[src/rtl/uart_arb_pkg.sv]
// Shared definitions for the UART transmitter arbiter: FSM state encoding and byte width.
package uart_arb_pkg;

   localparam int BYTE_W = 8;

   typedef enum logic [2:0] {
      IDLE       = 3'd0,
      ISSUE      = 3'd1,
      WAIT_START = 3'd2,
      WAIT_DONE  = 3'd3,
      GAP        = 3'd4
   } arb_state_t;

endpackage

[src/rtl/uart_rr_pick.sv]
// Combinational round-robin picker: first asserted request at or after the pointer, wrapping.
module uart_rr_pick #(
   parameter int N_REQ = 2,
   parameter int PTR_W = $clog2(N_REQ)
) (
   input  logic [N_REQ-1:0] req,
   input  logic [PTR_W-1:0] ptr,
   output logic             any_req,
   output logic [PTR_W-1:0] winner
);

   assign any_req = |req;

   // Walk offsets from farthest to nearest so the nearest asserted request overwrites the rest.
   always_comb begin
      int idx;
      idx    = 0;
      winner = '0;
      for (int i = N_REQ - 1; i >= 0; i--) begin
         idx = int'(ptr) + i;
         if (idx >= N_REQ) idx = idx - N_REQ;
         if (req[PTR_W'(idx)]) winner = PTR_W'(idx);
      end
   end

endmodule

[src/rtl/uart_tx_arbiter.sv]
// Round-robin arbiter sharing one UART transmitter among N_REQ byte sources,
// with start timeout and a programmable inter-byte gap.
module uart_tx_arbiter
   import uart_arb_pkg::*;
#(
   parameter int N_REQ         = 2,
   parameter int GAP_CYCLES    = 16,
   parameter int START_TIMEOUT = 255
) (
   input  logic                    clk,
   input  logic                    rst,
   input  logic [N_REQ-1:0]        req,
   input  logic [BYTE_W*N_REQ-1:0] req_data,
   output logic [N_REQ-1:0]        ack,
   output logic                    wrsig,
   output logic [BYTE_W-1:0]       txdata,
   input  logic                    tx_idle,
   output logic                    busy,
   output logic                    timeout_err
);

   localparam int PTR_W = $clog2(N_REQ);
   localparam int GAP_W = (GAP_CYCLES > 0) ? $clog2(GAP_CYCLES + 1) : 1;
   localparam int TO_W  = $clog2(START_TIMEOUT + 1);

   arb_state_t        state, state_n;
   logic [PTR_W-1:0]  ptr, ptr_n;
   logic [PTR_W-1:0]  win, win_n;
   logic [GAP_W-1:0]  gap_cnt, gap_n;
   logic [TO_W-1:0]   timer, timer_n;
   logic [N_REQ-1:0]  ack_n;
   logic              wrsig_n, busy_n, timeout_n;
   logic [BYTE_W-1:0] txdata_n;

   logic              any_req;
   logic [PTR_W-1:0]  pick;
   logic [BYTE_W-1:0] req_bytes [N_REQ];

   always_comb begin
      for (int i = 0; i < N_REQ; i++) req_bytes[i] = req_data[BYTE_W*i +: BYTE_W];
   end

   uart_rr_pick #(
      .N_REQ (N_REQ),
      .PTR_W (PTR_W)
   ) u_pick (
      .req     (req),
      .ptr     (ptr),
      .any_req (any_req),
      .winner  (pick)
   );

   // Next-state logic; strobe, ack and txdata are computed one state early so they register into ISSUE.
   always_comb begin
      state_n   = state;
      ptr_n     = ptr;
      win_n     = win;
      gap_n     = gap_cnt;
      timer_n   = timer;
      ack_n     = '0;
      wrsig_n   = 1'b0;
      timeout_n = 1'b0;
      txdata_n  = txdata;

      case (state)
         IDLE: begin
            if (any_req && tx_idle) begin
               state_n     = ISSUE;
               win_n       = pick;
               txdata_n    = req_bytes[pick];
               wrsig_n     = 1'b1;
               ack_n[pick] = 1'b1;
            end
         end
         ISSUE: begin
            state_n = WAIT_START;
            timer_n = '0;
            ptr_n   = (int'(win) == N_REQ - 1) ? '0 : win + 1'b1;
         end
         WAIT_START: begin
            if (!tx_idle) begin
               state_n = WAIT_DONE;
            end else if (int'(timer) >= START_TIMEOUT - 1) begin
               // Transmitter never started: the byte is dropped, not retried.
               timeout_n = 1'b1;
               timer_n   = '0;
               gap_n     = '0;
               state_n   = (GAP_CYCLES == 0) ? IDLE : GAP;
            end else begin
               timer_n = timer + 1'b1;
            end
         end
         WAIT_DONE: begin
            if (tx_idle) begin
               gap_n   = '0;
               state_n = (GAP_CYCLES == 0) ? IDLE : GAP;
            end
         end
         GAP: begin
            if (int'(gap_cnt) >= GAP_CYCLES - 1) state_n = IDLE;
            else                                 gap_n   = gap_cnt + 1'b1;
         end
         default: state_n = IDLE;
      endcase

      busy_n = (state_n != IDLE);
   end

   always_ff @(posedge clk or posedge rst) begin
      if (rst) begin
         state       <= IDLE;
         ptr         <= '0;
         win         <= '0;
         gap_cnt     <= '0;
         timer       <= '0;
         ack         <= '0;
         wrsig       <= 1'b0;
         txdata      <= '0;
         busy        <= 1'b0;
         timeout_err <= 1'b0;
      end else begin
         state       <= state_n;
         ptr         <= ptr_n;
         win         <= win_n;
         gap_cnt     <= gap_n;
         timer       <= timer_n;
         ack         <= ack_n;
         wrsig       <= wrsig_n;
         txdata      <= txdata_n;
         busy        <= busy_n;
         timeout_err <= timeout_n;
      end
   end

endmodule

[config.mk]
export PLATFORM = sky130hd
export DESIGN_NAME = uart_tx_arbiter
export DESIGN_NICKNAME = d
export VERILOG_FILES = /design/src/rtl/uart_arb_pkg.sv /design/src/rtl/uart_rr_pick.sv /design/src/rtl/uart_tx_arbiter.sv
export SDC_FILE = /design/constraint.sdc
export NUM_CORES = 1
export LEC_CHECK = 0
export CAP_MARGIN = 20
export CORE_MARGIN = 1
export CORE_UTILIZATION = 55
export CTS_BUF_LIST = sky130_fd_sc_hd__clkbuf_4
export CTS_CLUSTER_SIZE = 30
export DETAILED_ROUTE_END_ITERATION = 8
export GPL_ROUTABILITY_DRIVEN = 0
export PLACE_DENSITY = 0.86
export SLEW_MARGIN = 15
export SYNTH_ARGS = -nofsm -noshare
export SYNTH_HDL_FRONTEND = slang
export SYNTH_HIERARCHICAL = 1
export SYNTH_SLANG_ARGS = --single-unit
[constraint.sdc]
create_clock -name clk -period 3.25 [get_ports clk]
set_input_delay 0.8125 -clock clk [delete_from_list [all_inputs] [get_ports clk]]
set_output_delay 0.8125 -clock clk [all_outputs]
set_load 0.05 [all_outputs]
Figure 1. Placed cells, one colour a class (run 1).
Drawn at 4 px/µm.
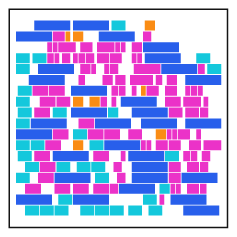
| class | colour | cells |
|---|---|---|
| flops | blue | 31 |
| clock drivers and dummy loads | orange | 8 |
| all other logic | magenta | 93 |
| other buffers and delay cells | cyan | 35 |
flop share of the area: 40.6%
post-route cell area: 0.00191 mm²
post-route core utilization: 75.8%
Core Region: 0.00252 mm²
Rows: 18

Figure 2. Cell outlines without signal wires (run 1).
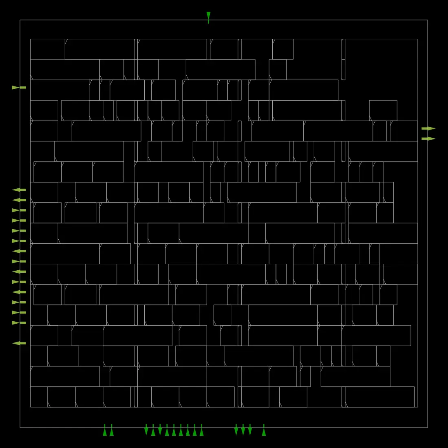
registers: 31
fillers: 176
tally of non-filler cells in the final layout: 197
tap cell count: 30

==> metrics.cfg, run 1 <==
[worst_hold_path]
hp-class = reg -> reg

[pwr]
power.share.switching_pct = 42.4
leakage_nw = 0.832
p_switching_mw = 0.649

[critical_path]
r2r_slack_ns = 1.45
cp-start-kind = register
worst_path_max_delay_cell = clkdlybuf4s50_1

[status]
status = completed

[clock_tree]
cts_tree = built
worstSkewPairLatency_ns = 0.32
clk_pin_slew_worst_paths_ns = 0.09
cts_setup_buffers = 0
clk_path_buf_depth = 2

[logic_synthesis]
edf_count = 0
largest_area_cell = dfrtp_1
synth_top_area_share_pct = 51.8
fa_ha_area_share_pct = 3.34
yosysUniqueCellTypes = 38

[global_route]
grt_usage_pct = 23.0
grt_overflow = 0
grt_pass1_wl_um = 4680
grt_start_max_net_pins = 32

[cells_and_area]
antenna_cells = 0
logic_gate_count = 88
nClkBuffers = 6

[routing]
drt-initial-drc-count = 12
wl_per_cell_um = 14.1
vias = 1100
dr.pass1.iters = 4
drcViolationCount = 0
drtAntennaViolNets = 0

[sta]
setup_viol_count_final = 0

[floorplanning]
die_w_um = 54.2

[placed_design]
placed_cell_area_mm2 = 0.00186

Figure 3. Clock network drawn from the DEF (run 1).
Drawn at 4 px/µm.
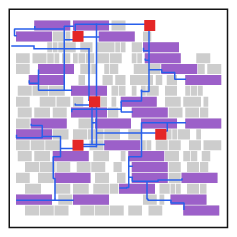
[clock wires] blue | length: 368 µm
[flip-flops] purple | count: 31
[cells driving clock nets] red | count: 5
flops lie: widely spread
routed clock nets: 6
clock share of power: 13.9%
Setup Skew: 0.00600 ns
clock distribution power: 0.212 mW

==> run 1: routing by layer <==
metal | global-route usage, % | vias to the layer above | part of all wire, %
li1 | - | 540 | -
met1 | 27.2 | 531 | 45
met2 | 39.0 | 23 | 48
met3 | 7.06 | 6 | 4.7
met4 | 8.12 | 0 | 1.5
met5 | 0 | - | 0
==> run 1: worst paths after layout <==
path                       startpoint    endpoint  depth (start not counted)
setup / recovery            txdata[5]   txdata[5]                          1
hold / removal                    win         ptr                          1
setup reg to reg           gap_cnt[0]  gap_cnt[2]                          7
hold reg to reg                   win         ptr                          1
max in group asynchronous         rst  gap_cnt[4]                          3
min in group asynchronous         rst   txdata[2]                          3
Figure 4. Port wiring (run 1).
Drawn at 8 px/µm.
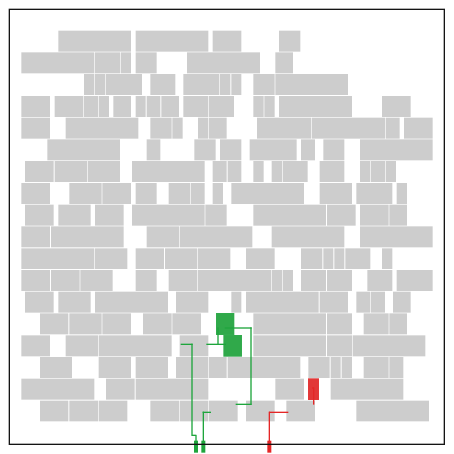

## Run 2: what changed since run 1
CORE_UTILIZATION = 51   (was 55)
PLACE_DENSITY = 0.81   (was 0.86)
clock period = 2.25 ns   (was 3.25 ns; I/O delays follow)
Figure 5. Port wiring (run 2).
Drawn at 8 px/µm.
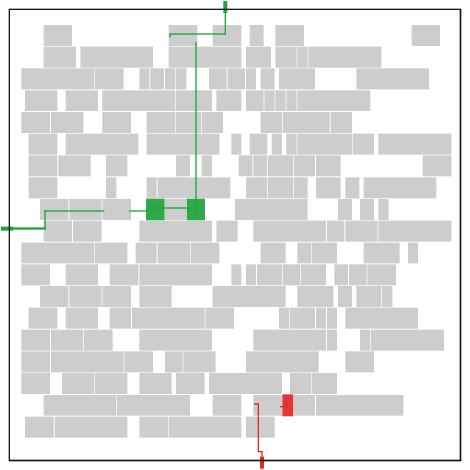
| port | colour | bits | direction | edge | end cells | buffers | wire |
|---|---|---|---|---|---|---|---|
| req | green | 2 | input | 1 left, 1 top | 2 | 2 | 52.6 µm |
| rst | red | 1 | input | bottom | 1 | 1 | 8.60 µm |
Ports: 34
PortBufs: 33

Figure 6. Clock network drawn from the DEF (run 2).
Drawn at 4 px/µm.
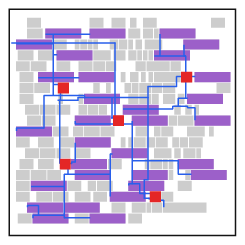
[clock wires] blue | length: 398 µm
[cells driving clock nets] red | count: 5
[flip-flops] purple | count: 31
routed clock nets: 6
Worst-Skew Late Latency: 0.33 ns
clock share of power: 17.9%
clock distribution power: 0.422 mW
Setup Skew: 0.00519 ns

Figure 7. Cell outlines without signal wires (run 2).
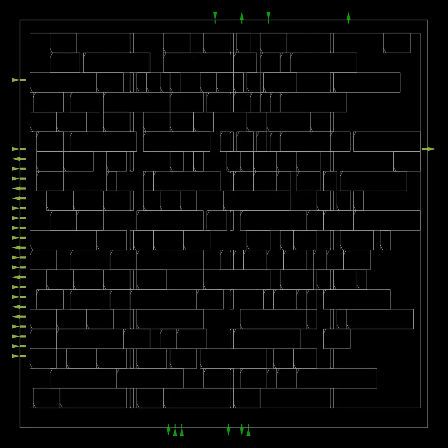
Core Region: 0.00278 mm²
tap cell count: 31
tally of non-filler cells in the final layout: 200

==> run 2 against run 1 <==
Wire length up 7.6%. Clock skew down 0.00081 ns. Setup slack got worse by 0.76 ns. Critical path depth unchanged. Cell count up 1.5%. Sequential power rose by 44%. Total power up 54%. Die area is 7.6% higher. Synthesized cell count unchanged. Cell area rose by 2.1%. Core utilization fell by 5.6 points. Synthesized area is the same. Largest power group unchanged.
==> metrics.cfg, run 2 <==
[clock_tree]
cts_max_level = 2
cts_setup_buffers = 0  ; unchanged
clk_pin_slew_worst_paths_ns = 0.10  ; about the same
cts_tree = built

[global_route]
grt_usage_pct = 21.9  ; -1.1 points
grt_overflow = 0  ; unchanged
met1_usage_pct = 24.6  ; -2.6 points
grt_start_max_net_pins = 32  ; unchanged
grt_util_met3_pct = 8.37  ; +1.3 points
grt_pass1_wl_um = 5190  ; +11%
busiest_layer = met2
gr-usage-met2_pct = 36.6  ; -2.5 points

[critical_path]
reg2reg_depth = 7  ; unchanged
cp-start-kind = register
endpoint = txdata[4]
r2r_slack_ns = 0.36  ; -1.09 ns
path_depth = 1  ; unchanged
r2r-end = gap_cnt[0]
worst_path_max_delay_cell = clkdlybuf4s50_1
reg2reg_from = gap_cnt[0]

[pwr]
leakage_nw = 0.854  ; +2.6%

[routing]
dr_wl_met3_um = 204  ; +57%
wl_per_cell_um = 14.9  ; +6.0%
vias = 1121  ; +1.9%
drcViolationCount = 0  ; unchanged
top_layer = met4
wl_met1_um = 1260  ; +0.16%
drtAntennaViolNets = 0  ; unchanged
drt-initial-drc-count = 40  ; +28
met2_length_um = 1450  ; +8.2%

[cells_and_area]
logic_gate_count = 88  ; unchanged
postLayoutCellArea_mm2 = 0.00195  ; +2.1%
utilization_pct = 70.2  ; -5.6 points
seq_share_pct = 39.7  ; -0.83 points
antenna_cells = 0  ; unchanged
ff_count = 31  ; unchanged
fill_cells = 204  ; +16%

[logic_synthesis]
yosysUniqueCellTypes = 38  ; unchanged
largest_area_cell = dfrtp_1
synth_top_area_share_pct = 51.8  ; unchanged
fa_ha_area_share_pct = 3.34  ; unchanged
edf_count = 0  ; unchanged

[floorplanning]
die_w_um = 56.2  ; +3.7%
rows = 19  ; +1

[sta]
setup_viol_count_final = 0  ; unchanged

[worst_hold_path]
hp-class = reg -> reg

[status]
status = completed

[placed_design]
placed_cell_area_mm2 = 0.00188  ; +0.88%

[run 2: netlist changes by cell type in the layout (fill, tap and decap cells not counted), sizes merged]
cell	before	now
clkbuf	6	5
buf	2	4
bufinv	0	1
[run 2: where the power goes]
| group | internal [mW] | switching, mW |
|---|---|---|
| Combinational | 0.433 | 0.631 |
| Sequential | 0.726 | 0.147 |
| Clock | 0.228 | 0.194 |
| Total | 1.39 | 0.972 |
[run 2: worst min-delay path by stage]
stage | start | endpoint | slack [ns] | cells past startpoint
5_1_grt | win | ptr | 0.50 | 1
4_1_cts | win | ptr | 0.46 | 1
3_5_place_dp | win | ptr | 0.44 | 1
2_1_floorplan | win | ptr | 0.42 | 1
3_3_place_gp | win | ptr | 0.44 | 1
6_report | win | ptr | 0.45 | 1
Figure 8. Where the registers sit (run 2).
Drawn at 4 px/µm. Other sequential cells in the stronger grey, the rest of the logic in the fainter grey.
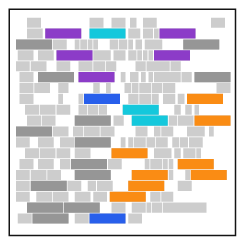

## Run 3: what changed since run 2
ABC_AREA = 1   (was unset)
CORE_UTILIZATION = 53   (was 51)
GPL_ROUTABILITY_DRIVEN = 1   (was 0)
PLACE_DENSITY = 0.82   (was 0.81)
Figure 9. Where the registers sit (run 3).
Drawn at 4 px/µm. Other sequential cells in the stronger grey, the rest of the logic in the fainter grey.
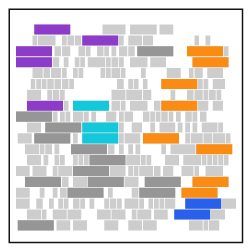
| signal | colour | placed flops |
|---|---|---|
| timer | orange | 8 |
| state | cyan | 3 |
| gap_cnt | purple | 5 |
| ack | blue | 2 |
post-route core utilization: 72.5%
Flop area: 776 µm²
Power Sequential: 0.813 mW
flop share of the area: 37.5%

Figure 10. Port wiring (run 3).
Drawn at 8 px/µm.
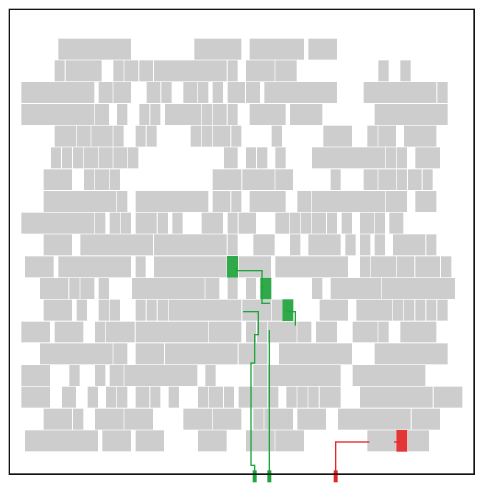
| port | colour | bits | direction | edge | end cells | buffers | wire |
|---|---|---|---|---|---|---|---|
| rst | red | 1 | input | bottom | 1 | 1 | 8.30 µm |
| req | green | 2 | input | bottom | 3 | 2 | 52.1 µm |

==> run 3 against run 2 <==
Die area is 6.2% higher. The flow now finishes with violations (DRC). Clock skew is 0.0033 ns lower. Total power decreased by 5.4%. Cell count up 33%. Via count grew 29%. Setup slack better by 0.0024 ns. Critical path type unchanged. Combinational power rose by 5%. Synthesized area up 11%. Sequential power down 6.9%.
==> metrics.cfg, run 3 <==
[routing]
drcViolationCount = 1  ; +1
drtAntennaViolNets = 0  ; unchanged
wl_met1_um = 1370  ; +8.7%

[pwr]
leakage_nw = 1.01  ; +19%
p_switching_mw = 1.03  ; +6.3%
largestPowerGroup = combinational cells

[critical_path]
endpoint = txdata[6]
cp-start-kind = register
reg2reg_from = gap_cnt[0]
path_depth = 1  ; unchanged
worst_path_max_delay_cell = clkdlybuf4s50_1
r2r-end = gap_cnt[3]

[global_route]
grt_util_met3_pct = 6.92  ; -1.5 points
gr-usage-met2_pct = 43.3  ; +6.8 points
met1_usage_pct = 25.0  ; +0.46 points

[logic_synthesis]
yosysUniqueCellTypes = 29  ; -24%
edf_count = 0  ; unchanged

[cells_and_area]
ff_count = 31  ; unchanged
layout.cells.non_filler = 266  ; +33%
logic_gate_count = 141  ; +60%
fill_cells = 231  ; +13%
antenna_cells = 0  ; unchanged

[floorplanning]
core_mm2 = 0.00285  ; +2.6%
rows = 19  ; unchanged
taps = 31  ; unchanged
io_pins = 34  ; unchanged

[status]
violations = DRC
status = complete, but fails checks

[sta]
setup_viol_count_final = 0  ; unchanged

[worst_hold_path]
hp-class = reg -> reg

Figure 11. Clock network drawn from the DEF (run 3).
Drawn at 4 px/µm.
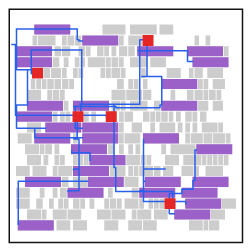
[flip-flops] purple | count: 31
[cells driving clock nets] red | count: 5
[clock wires] blue | length: 416 µm
flops lie: widely spread
clock distribution power: 0.313 mW
clock share of power: 14.0%
Setup Skew: 0.00188 ns

## run 3: cell families (layout without fill, tap and decap cells)
logic type | count (synthesis) | count (layout) | share of synthesized area [%]
flops | 31 | 31 | 46.8
simple gates | 125 | 125 | 37.5
fa+ha+maj | 4 | 4 | 3.02
xor+xnor | 1 | 1 | 0.528
compound gates | 11 | 11 | 5.96
buf+inv | 22 | 63 | 6.19
## run 3: worst min-delay path by stage
stage	end	start
after floorplan	ptr	win
after global placement	ptr	win
after detailed placement	ptr	win
after CTS	ptr	win
after global routing	ptr	win
final	ptr	win
Power figures rest on the tool's default switching activity, not on a simulated workload.
